### src/rtl/subneg_pkg.sv
// Shared types and constants for the SUBNEG controller and datapath.
// The address-select codes are reused by the datapath memory mux.
package subneg_pkg;

    typedef enum logic [3:0] {
        IDLE,
        F0,
        F1,
        F2,
        R0,
        R1,
        EX,
        WB,
        HALTED
    } state_t;

    localparam logic [1:0] ADDR_PC = 2'd0;
    localparam logic [1:0] ADDR_A  = 2'd1;
    localparam logic [1:0] ADDR_B  = 2'd2;

endpackage

### src/rtl/subneg_ctrl_if.sv
// Control/status bundle between the SUBNEG controller (master) and the datapath/top level (slave).
interface subneg_ctrl_if #(
    parameter int AW = 8,
    parameter int CW = 16
);
    logic          start;
    logic          step;
    logic          alu_neg;
    logic [AW-1:0] c_field;
    logic [1:0]    addr_sel;
    logic          mem_re;
    logic          mem_we;
    logic          pc_inc;
    logic          pc_ld;
    logic          ld_a;
    logic          ld_b;
    logic          ld_c;
    logic          ld_opa;
    logic          ld_opb;
    logic          busy;
    logic          halted;
    logic [CW-1:0] instr_cnt;

    modport master (
        input  start, step, alu_neg, c_field,
        output addr_sel, mem_re, mem_we, pc_inc, pc_ld,
               ld_a, ld_b, ld_c, ld_opa, ld_opb, busy, halted, instr_cnt
    );

    modport slave (
        output start, step, alu_neg, c_field,
        input  addr_sel, mem_re, mem_we, pc_inc, pc_ld,
               ld_a, ld_b, ld_c, ld_opa, ld_opb, busy, halted, instr_cnt
    );
endinterface

### src/rtl/subneg_ctrl.sv
// Sequencer for "subneg A,B,C": three fetches, two operand reads, execute, write-back.
// Strobes are decoded from the registered state; only pc_ld also depends on alu_neg in WB.
module subneg_ctrl
    import subneg_pkg::*;
#(
    parameter int            AW        = 8,
    parameter logic [AW-1:0] HALT_ADDR = 8'hFF,
    parameter int            CW        = 16
) (
    input  logic          clk,
    input  logic          rst,
    subneg_ctrl_if.master bus
);

    state_t        r_state;
    state_t        w_next_state;
    logic [CW-1:0] r_instr_cnt;

    logic [1:0] w_addr_sel;
    logic       w_mem_re;
    logic       w_mem_we;
    logic       w_pc_inc;
    logic       w_pc_ld;
    logic       w_ld_a;
    logic       w_ld_b;
    logic       w_ld_c;
    logic       w_ld_opa;
    logic       w_ld_opb;

    always_ff @(posedge clk) begin
        if (rst) begin
            r_state     <= IDLE;
            r_instr_cnt <= '0;
        end else begin
            r_state <= w_next_state;
            if (r_state == WB) begin
                r_instr_cnt <= r_instr_cnt + 1'b1;
            end
        end
    end

    always_comb begin
        w_next_state = r_state;
        w_addr_sel   = ADDR_PC;
        w_mem_re     = 1'b0;
        w_mem_we     = 1'b0;
        w_pc_inc     = 1'b0;
        w_pc_ld      = 1'b0;
        w_ld_a       = 1'b0;
        w_ld_b       = 1'b0;
        w_ld_c       = 1'b0;
        w_ld_opa     = 1'b0;
        w_ld_opb     = 1'b0;
        case (r_state)
            IDLE: begin
                if (bus.start) w_next_state = F0;
            end
            F0: begin
                w_mem_re     = 1'b1;
                w_pc_inc     = 1'b1;
                w_next_state = F1;
            end
            F1: begin
                w_ld_a       = 1'b1;
                w_mem_re     = 1'b1;
                w_pc_inc     = 1'b1;
                w_next_state = F2;
            end
            F2: begin
                w_ld_b       = 1'b1;
                w_mem_re     = 1'b1;
                w_pc_inc     = 1'b1;
                w_next_state = R0;
            end
            R0: begin
                w_ld_c       = 1'b1;
                w_addr_sel   = ADDR_A;
                w_mem_re     = 1'b1;
                w_next_state = R1;
            end
            R1: begin
                w_ld_opa     = 1'b1;
                w_addr_sel   = ADDR_B;
                w_mem_re     = 1'b1;
                w_next_state = EX;
            end
            EX: begin
                w_ld_opb     = 1'b1;
                w_next_state = WB;
            end
            WB: begin
                w_addr_sel = ADDR_B;
                w_mem_we   = 1'b1;
                w_pc_ld    = bus.alu_neg;
                // A taken branch to HALT_ADDR still completes its write and PC load.
                if (bus.alu_neg && (bus.c_field == HALT_ADDR)) begin
                    w_next_state = HALTED;
                end else if (bus.step) begin
                    w_next_state = IDLE;
                end else begin
                    w_next_state = F0;
                end
            end
            HALTED: begin
                w_next_state = HALTED;
            end
            default: begin
                w_next_state = IDLE;
            end
        endcase
    end

    assign bus.addr_sel  = w_addr_sel;
    assign bus.mem_re    = w_mem_re;
    assign bus.mem_we    = w_mem_we;
    assign bus.pc_inc    = w_pc_inc;
    assign bus.pc_ld     = w_pc_ld;
    assign bus.ld_a      = w_ld_a;
    assign bus.ld_b      = w_ld_b;
    assign bus.ld_c      = w_ld_c;
    assign bus.ld_opa    = w_ld_opa;
    assign bus.ld_opb    = w_ld_opb;
    assign bus.busy      = (r_state != IDLE) && (r_state != HALTED);
    assign bus.halted    = (r_state == HALTED);
    assign bus.instr_cnt = r_instr_cnt;

endmodule

### src/flat_wrapper.sv
// flat-port wrapper written by rule: the top's interface ports become plain ports
module subneg_ctrl_flat import subneg_pkg::*;
#(
    parameter int            AW        = 8,
    parameter logic [AW-1:0] HALT_ADDR = 8'hFF,
    parameter int            CW        = 16
)
  (clk, rst, bus_start, bus_step, bus_alu_neg, bus_c_field, bus_addr_sel, bus_mem_re, bus_mem_we, bus_pc_inc, bus_pc_ld, bus_ld_a, bus_ld_b, bus_ld_c, bus_ld_opa, bus_ld_opb, bus_busy, bus_halted, bus_instr_cnt);
  subneg_ctrl_if #(.AW(AW), .CW(CW)) bus_i ();
  input  logic clk;
  input  logic rst;
  input wire logic [$bits(bus_i.start)-1:0] bus_start;
  input wire logic [$bits(bus_i.step)-1:0] bus_step;
  input wire logic [$bits(bus_i.alu_neg)-1:0] bus_alu_neg;
  input wire logic [$bits(bus_i.c_field)-1:0] bus_c_field;
  output wire logic [$bits(bus_i.addr_sel)-1:0] bus_addr_sel;
  output wire logic [$bits(bus_i.mem_re)-1:0] bus_mem_re;
  output wire logic [$bits(bus_i.mem_we)-1:0] bus_mem_we;
  output wire logic [$bits(bus_i.pc_inc)-1:0] bus_pc_inc;
  output wire logic [$bits(bus_i.pc_ld)-1:0] bus_pc_ld;
  output wire logic [$bits(bus_i.ld_a)-1:0] bus_ld_a;
  output wire logic [$bits(bus_i.ld_b)-1:0] bus_ld_b;
  output wire logic [$bits(bus_i.ld_c)-1:0] bus_ld_c;
  output wire logic [$bits(bus_i.ld_opa)-1:0] bus_ld_opa;
  output wire logic [$bits(bus_i.ld_opb)-1:0] bus_ld_opb;
  output wire logic [$bits(bus_i.busy)-1:0] bus_busy;
  output wire logic [$bits(bus_i.halted)-1:0] bus_halted;
  output wire logic [$bits(bus_i.instr_cnt)-1:0] bus_instr_cnt;
  assign bus_i.start = bus_start;
  assign bus_i.step = bus_step;
  assign bus_i.alu_neg = bus_alu_neg;
  assign bus_i.c_field = bus_c_field;
  assign bus_addr_sel = bus_i.addr_sel;
  assign bus_mem_re = bus_i.mem_re;
  assign bus_mem_we = bus_i.mem_we;
  assign bus_pc_inc = bus_i.pc_inc;
  assign bus_pc_ld = bus_i.pc_ld;
  assign bus_ld_a = bus_i.ld_a;
  assign bus_ld_b = bus_i.ld_b;
  assign bus_ld_c = bus_i.ld_c;
  assign bus_ld_opa = bus_i.ld_opa;
  assign bus_ld_opb = bus_i.ld_opb;
  assign bus_busy = bus_i.busy;
  assign bus_halted = bus_i.halted;
  assign bus_instr_cnt = bus_i.instr_cnt;
  subneg_ctrl #(.AW(AW), .HALT_ADDR(HALT_ADDR), .CW(CW)) u_core (.clk(clk), .rst(rst), .bus(bus_i));
endmodule
### config.mk
export PLATFORM = sky130hd
export DESIGN_NAME = subneg_ctrl_flat
export DESIGN_NICKNAME = d
export VERILOG_FILES = /design/src/rtl/subneg_pkg.sv /design/src/rtl/subneg_ctrl_if.sv /design/src/rtl/subneg_ctrl.sv /design/src/flat_wrapper.sv
export SDC_FILE = /design/constraint.sdc
export NUM_CORES = 1
export LEC_CHECK = 0
export ABC_CLOCK_PERIOD_IN_PS = 2000
export CORE_MARGIN = 2
export CORE_UTILIZATION = 42
export CTS_CLUSTER_DIAMETER = 80
export DETAILED_ROUTE_END_ITERATION = 12
export PLACE_DENSITY = 0.86
export SLEW_MARGIN = 40
export SYNTH_ARGS = -nofsm -noshare
export SYNTH_HDL_FRONTEND = slang
export SYNTH_SLANG_ARGS = --single-unit
### constraint.sdc
create_clock -name clk -period 2 [get_ports clk]
set_input_delay 0.6 -clock clk [delete_from_list [all_inputs] [get_ports clk]]
set_output_delay 0.6 -clock clk [all_outputs]
set_load 0.05 [all_outputs]
Figure 1. Clock routing.
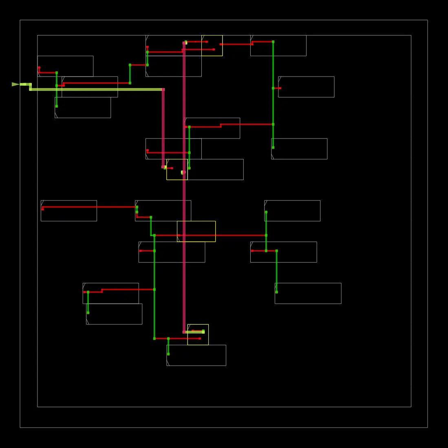
Worst-Skew Late Latency: 310 ps
clock sinks: 20
CTS Buf Count: 3
Clock net power: 0.239 mW
Worst Skew: 3.86 ps

Figure 2. Met3 routing.
Scale: 10 px per µm.
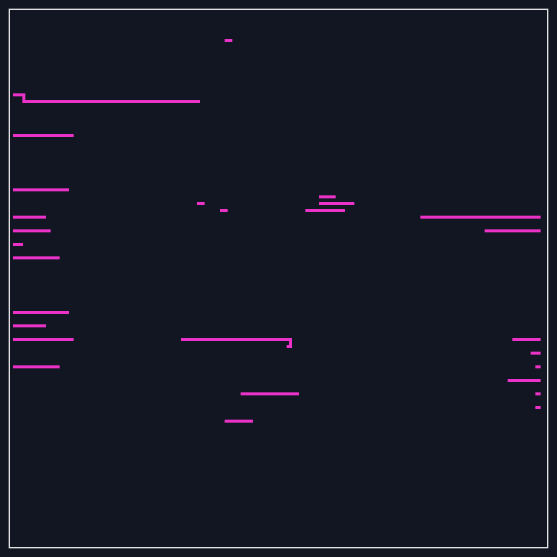
longest straight run: 17.5 µm
share of all routed wire: 4.2%

==> results_dict.tcl <==
# implementation run metrics
set metrics [dict create \
    routed_wl_mm 2.70 \
    synth_top_cell_by_area "dfxtp_1" \
    leakage_nw 0.683 \
    yosys_cells 121 \
    final.setup.worst_slack_ps 38.1 \
    ys_types 35 \
    hold_path.class "reg2reg" \
    whs_endpoint "u_core.bus.instr_cnt[15]" \
    start_kind "flop" \
    lay_top_count "buf_4" \
    first_pass_iters 5 \
    syn_area_per_cell_um2 8.57 \
    comb-power_mw 0.334 \
    status "finished clean" \
    rrSetupSlack_ps 270 \
    layout.nets 186 \
    gp_congestion 0.744 \
    worstHoldStart "u_core.bus.instr_cnt[15]" \
    seq_power_mw 0.435 \
    drc 0 \
    ys_warn_count 0 \
    path_max_fanout 7 \
    syn_area_um2 1040 \
    power_density_nw_per_um2 577 \
    grt_overflow 0 \
    grt_pass1_wl_mm 4.26 \
    synthArstFlopShare_pct 0 \
    warnings 28 \
    min_delay_path_depth 2 \
    drv_slew 0 \
    die_h_um 53.7 \
    reg2reg_from "u_core.bus.instr_cnt[4]" \
    num_rows 18 \
    ff_type "dfxtp_1" \
    p_switching_mw 0.321 \
    antenna_found_initial 0 \
    endpoint_kind "output port" \
    io_pins 42 \
    cts_tree "built" \
    htree_levels 1 \
    critPathRequiredTime_ps 1400 \
    finalHoldViolCount 0 \
    r2r_end "u_core.bus.instr_cnt[15]" \
    total_power_mw 1.01 \
    cts-root-buf "clkbuf_4" \
    hold_ws_ps 491 \
    fin_crit_ps 1960 \
    cp_slowest_stage_delay_ps 360 \
    crit_end "bus_addr_sel[0]" \
    fmax_ghz 0.510 \
    ys.flops 20 \
    num_antenna_cells 0 \
    rsz0062_at_grt "yes" \
    postCtsHoldBufs 0 \
    clk_path_buf_depth 2 \
    yosys.area.top_type_share_pct 38.6 \
    maxPowerGroup "sequential cells" \
    worstRegToRegCells 4 \
    dp_hpwl_mm 1.97 \
    edf_count 0 \
    dieArea_um2 2880 \
]
Figure 3. Cells by drive strength.
Scale: 10 px per µm.
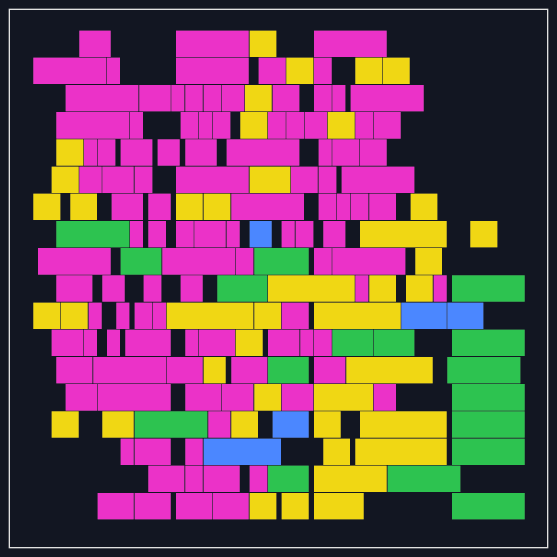
legend:
  drive 1 or less:
    color: magenta
    cells: 107
    most_used: dfxtp_1
  drive 2:
    color: blue
    cells: 5
  drive 6 and up:
    color: green
    cells: 17
    most_used: buf_12
  drive 3 to 4:
    color: yellow
    cells: 42
    most_used: buf_4

-- cell families after synthesis --
| logic type | Yosys count | share of synthesized area [%] |
|---|---|---|
| AND/OR/NAND/NOR | 58 | 33.4 |
| buffers and inverters | 12 | 6.27 |
| XOR/XNOR | 10 | 8.44 |
| flip-flops | 20 | 38.6 |
| AND-OR/OR-AND | 20 | 12.1 |
| adder cells (fa/ha/maj) | 1 | 1.21 |
-- metal layers --
metal	global-route usage (%)	share of wire, %	vias up
met4	10.7	1.8	0
met1	24.7	41	536
met2	34.1	53	32
met3	3.33	4.2	5
met5	0	0	-
li1	-	-	536
-- final cells by class --
cell class / count / area [µm²]
tap: 30 / 37.5
inverter: 4 / 17.5
clock buffer: 4 / 36.3
multi-input combinational: 89 / 657
timing repair buffer: 54 / 587
sequential: 20 / 413
fill: 158 / 662
No activity file was given, so power comes from the tool's default toggle rates.
